[src/rtl/fetch_stage_pkg.sv]
`default_nettype none
// ============================================================================
//  Module   : fetch_stage_pkg
//  Purpose  : Shared definitions for the instruction-fetch stage and the
//             control unit that drives its next-PC select.
//  Contents : WORD      - datapath width
//             pc_src_e  - next-PC select encodings
//             NOP_INST  - instruction injected into IF/ID on a flush
//  Revision : 1.0  initial release
// ============================================================================
package fetch_stage_pkg;

  localparam int WORD = 32;

  // Next-PC select as driven by control; 3 is reserved and treated as 0.
  typedef enum logic [1:0] {
    PC_SEQ = 2'd0,
    PC_BR  = 2'd1,
    PC_JMP = 2'd2,
    PC_RSV = 2'd3
  } pc_src_e;

  localparam logic [WORD-1:0] NOP_INST = 32'h0000_0000;

endpackage : fetch_stage_pkg
`default_nettype wire

[src/rtl/pc_register.sv]
`default_nettype none
// ============================================================================
//  Module   : pc_register
//  Purpose  : Program-counter register with load enable and asynchronous
//             active-low reset to address zero.
//  Ports    : clk     in   clock
//             rst_n   in   async reset, active low
//             i_load  in   1 = capture i_d on the rising edge
//             i_d     in   next PC value
//             o_q     out  current PC
//  Revision : 1.0  initial release
// ============================================================================
module pc_register
  import fetch_stage_pkg::*;
#(
  parameter int WIDTH = WORD
) (
  input  logic             clk,
  input  logic             rst_n,
  input  logic             i_load,
  input  logic [WIDTH-1:0] i_d,
  output logic [WIDTH-1:0] o_q
);

  logic [WIDTH-1:0] r_pc;

  always_ff @(posedge clk or negedge rst_n) begin
    if (!rst_n) begin
      r_pc <= '0;
    end else if (i_load) begin
      r_pc <= i_d;
    end
  end

  assign o_q = r_pc;

endmodule : pc_register
`default_nettype wire

[src/rtl/fetch_stage.sv]
`default_nettype none
// ============================================================================
//  Module   : fetch_stage
//  Purpose  : Instruction fetch: holds the PC, selects the next PC, and
//             registers the fetched instruction into the IF/ID latch.
//  Ports    : clk           in   clock
//             rst_n         in   async reset, active low
//             pcSrc[1:0]    in   next-PC select (pc_src_e)
//             IF_Flush      in   squash the instruction being fetched
//             stall         in   hold PC and IF/ID
//             branchTarget  in   branch destination from ID
//             jumpTarget    in   jump destination from ID
//             instAddr      out  instruction memory address (= PC)
//             instData      in   instruction memory read data
//             IFID_inst     out  registered instruction
//             IFID_pcPlus4  out  registered PC+4 of that instruction
//             IFID_valid    out  IFID_inst is a real fetched instruction
//  Revision : 1.0  initial release
// ============================================================================
module fetch_stage
  import fetch_stage_pkg::*;
(
  input  logic            clk,
  input  logic            rst_n,
  input  logic [1:0]      pcSrc,
  input  logic            IF_Flush,
  input  logic            stall,
  input  logic [WORD-1:0] branchTarget,
  input  logic [WORD-1:0] jumpTarget,
  output logic [WORD-1:0] instAddr,
  input  logic [WORD-1:0] instData,
  output logic [WORD-1:0] IFID_inst,
  output logic [WORD-1:0] IFID_pcPlus4,
  output logic            IFID_valid
);

  logic [WORD-1:0] w_pc;
  logic [WORD-1:0] w_pc_plus4;
  logic [WORD-1:0] w_pc_next;

  logic [WORD-1:0] r_ifid_inst;
  logic [WORD-1:0] r_ifid_pc_plus4;
  logic            r_ifid_valid;

  // Wraps naturally modulo 2^32.
  assign w_pc_plus4 = w_pc + 32'd4;

  // Targets pass through untouched; alignment is the producer's concern.
  always_comb begin
    w_pc_next = w_pc_plus4;
    case (pcSrc)
      PC_BR:   w_pc_next = branchTarget;
      PC_JMP:  w_pc_next = jumpTarget;
      default: w_pc_next = w_pc_plus4;
    endcase
  end

  pc_register #(
    .WIDTH (WORD)
  ) u_pc_register (
    .clk    (clk),
    .rst_n  (rst_n),
    .i_load (~stall),
    .i_d    (w_pc_next),
    .o_q    (w_pc)
  );

  // Stall outranks flush: a held slot must not be squashed, because the
  // instruction sitting in IF/ID is still waiting to be consumed by ID.
  always_ff @(posedge clk or negedge rst_n) begin
    if (!rst_n) begin
      r_ifid_inst     <= '0;
      r_ifid_pc_plus4 <= '0;
      r_ifid_valid    <= 1'b0;
    end else if (!stall) begin
      r_ifid_inst     <= IF_Flush ? NOP_INST : instData;
      r_ifid_pc_plus4 <= w_pc_plus4;
      r_ifid_valid    <= ~IF_Flush;
    end
  end

  assign instAddr     = w_pc;
  assign IFID_inst    = r_ifid_inst;
  assign IFID_pcPlus4 = r_ifid_pc_plus4;
  assign IFID_valid   = r_ifid_valid;

endmodule : fetch_stage
`default_nettype wire

[config.mk]
export PLATFORM = sky130hd
export DESIGN_NAME = fetch_stage
export DESIGN_NICKNAME = d
export VERILOG_FILES = /design/src/rtl/fetch_stage_pkg.sv /design/src/rtl/pc_register.sv /design/src/rtl/fetch_stage.sv
export SDC_FILE = /design/constraint.sdc
export NUM_CORES = 1
export LEC_CHECK = 0
export CORE_AREA = 2 2 108 110
export CTS_BUF_LIST = sky130_fd_sc_hd__clkbuf_4 sky130_fd_sc_hd__clkbuf_8
export DETAILED_ROUTE_END_ITERATION = 6
export DIE_AREA = 0 0 110 112
export GPL_TIMING_DRIVEN = 0
export PLACE_DENSITY_LB_ADDON = 0.08
export SLEW_MARGIN = 20
export SYNTH_ARGS = -nofsm -noshare
export SYNTH_HDL_FRONTEND = slang
export SYNTH_SLANG_ARGS = --single-unit
[constraint.sdc]
create_clock -name clk -period 5.5 [get_ports clk]
set_clock_uncertainty 0.05 [all_clocks]
set_input_delay 1.1 -clock clk [delete_from_list [all_inputs] [get_ports clk]]
set_output_delay 1.1 -clock clk [all_outputs]
set_load 0.02 [all_outputs]
Figure 1. Zoomed window.
Region (30, 53) to (80, 103) um. Cells in grey, sequential cells in the stronger grey; small squares are vias.
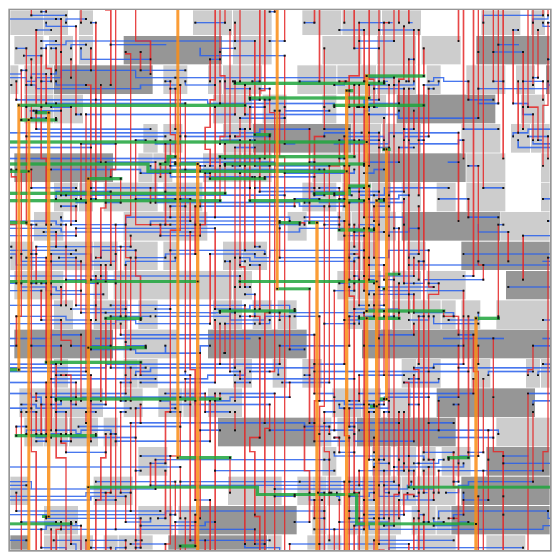
colour	layer
green	M3
blue	M1
orange	M4
red	M2
most frequent	dfrtp_1 (21), clkdlybuf4s50_1 (19), nand2_1 (15)
cells with their middle in the window	183
sequential cells in the window	21
netlist names of flops here include	IFID_pcPlus4 (10), u_pc_register.o_q (9), IFID_inst (2)

Figure 2. Supply network.
(4 px per um) Pins as bars on the die edge.
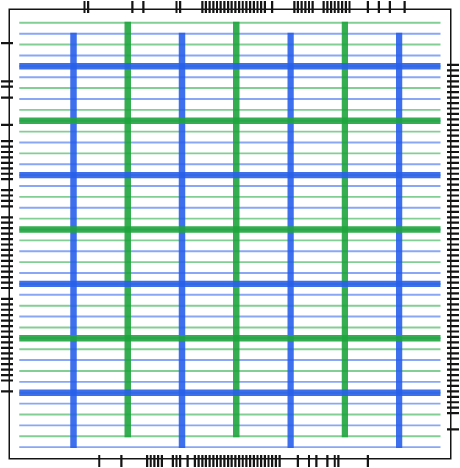
colour	net
green	VDD
blue	VSS
met4 straps	7
met1 rails	40
signal pins	199
rows	39
Die Y: 112 um
VDD IR max: 0.200 mV
Die Wd: 110 um
area of the core: 11200 sq um

==> results.ini <==
[drt]
vias=5972
avgViaCountPerCell=6.06
drc=0

[synth]
yosysUniqueCellTypes=55
fa_ha_area_share_pct=0.687
synthTopLogicFamily=simple AND/OR/NAND/NOR gates
top_area_cell=dfrtp_1
synth_top_area_share_pct=44.5
ys_seq_share_pct=44.5
ys_area_sq_um=5460

[power]
sequentialPower_w=0.000947
clock_power_w=0.000541
combPwrFrac_pct=39.3

[floorplanning]
io_pins=199

[final_layout]
diodes=0
final_cell_mix=197 x clkdlybuf4s50_1, 97 x dfrtp_1, 80 x nand2_1

[job]
tool_warnings=27

[cts]
cts_buffers=9

[global_route]
use_met1_pct=42.8

[final_timing]
rsz0062_at_grt=no

[outcome]
status=finished, final reports clean

Figure 3. Cell outlines without signal wires.
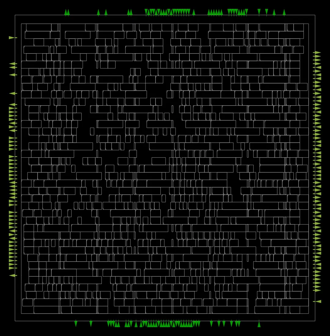
Final Non-Filler Cells: 986
sequential share of cell area: 30.8%
registers: 97

-- routing by layer --
metal	vias to the layer above	part of all wire, %
met1	2868	40
met4	0	2.9
met3	47	9.7
met5	-	0
met2	336	47
li1	2721	-
-- through the flow --
step | power [W] | setup WS, ns | hold slack [ns] | cell area (sq um)
finish | 0.00245 | 1.95 | 0.440 | 7890
detailed placement | 0.00191 | 1.76 | 0.424 | 7660
CTS | 0.00245 | 2.14 | 0.446 | 7880
global route | 0.00257 | 1.90 | 0.464 | 7890
floorplan | 0.00143 | 2.85 | 0.419 | 5460
global placement | 0.00189 | -0.348 | 0.414 | 7620
-- path summary, 6_finish.rpt --
check                                            startpoint                          endpoint  cells past startpoint
max                                                pcSrc[0]  u_pc_register.o_q[9]$_DFFE_PN0N_                      9
min                               IFID_inst[28]$_DFFE_PN0N_         IFID_inst[28]$_DFFE_PN0N_                      2
max reg2reg                u_pc_register.o_q[2]$_DFFE_PN0N_      IFID_pcPlus4[16]$_DFFE_PN0N_                      5
min reg2reg                       IFID_inst[28]$_DFFE_PN0N_         IFID_inst[28]$_DFFE_PN0N_                      2
max in group asynchronous                             rst_n      IFID_pcPlus4[22]$_DFFE_PN0N_                      2
min in group asynchronous                             rst_n          IFID_inst[1]$_DFFE_PN0N_                      1
-- worst max-delay path: stages --
cell	delay, ns
clkdlybuf4s50_1	0.48
inv_1	0.05
ha_1	0.44
or2_2	0.16
clkbuf_1	0.34
clkbuf_1	0.67
nor2_1	0.17
a21oi_1	0.21
o21ai_0	0.12
-- area by class of cell --
| type | count | area [sq um] |
|---|---|---|
| Clock buffer | 10 | 138 |
| Tap cell | 143 | 179 |
| Timing Repair Buffer | 199 | 2010 |
| Fill cell | 930 | 3290 |
| Clock inverter | 6 | 87.6 |
| Sequential cell | 97 | 2430 |
| Multi-Input combinational cell | 458 | 2740 |
| Buffer | 63 | 270 |
| Inverter | 10 | 37.5 |
-- Yosys cell counts (2+ instances only) --
cell and number:
nor3_1 19, xor2_1 3, xnor2_1 9, nor4_1 14
a221oi_1 8, mux2i_1 8, buf_2 13, nand4_1 9
or2_2 2, or4_1 12, nand2b_1 31, dfrtp_1 97
nor2_1 39, or4_2 2, nor4b_1 2, ha_1 3
nand2_1 80, a221o_1 12, a211oi_1 11, a31o_2 2
nand3_1 18, clkbuf_1 40, clkbuf_2 2, and4_1 2
o31ai_1 11, a31oi_1 16, mux2_2 3, a311oi_1 4
a2111oi_0 3, buf_1 5, a21oi_1 23, o21ai_0 74
a22oi_1 11, buf_4 2, inv_1 10, and3_1 6
o311a_1 2, o41ai_1 3
-- kinds of logic after synthesis --
family,after synthesis
XOR/XNOR,12
AND-OR/OR-AND,187
adder cells (fa/ha/maj),3
AND/OR/NAND/NOR,245
buffers and inverters,73
multiplexers,11
flip-flops,97
-- sequential cells by signal, summed over array words and instances (netlist names) --
signal	flops
IFID_valid	1
IFID_pcPlus4	32
u_pc_register.o_q	32
IFID_inst	32
Power is estimated from default activity; no workload was simulated.
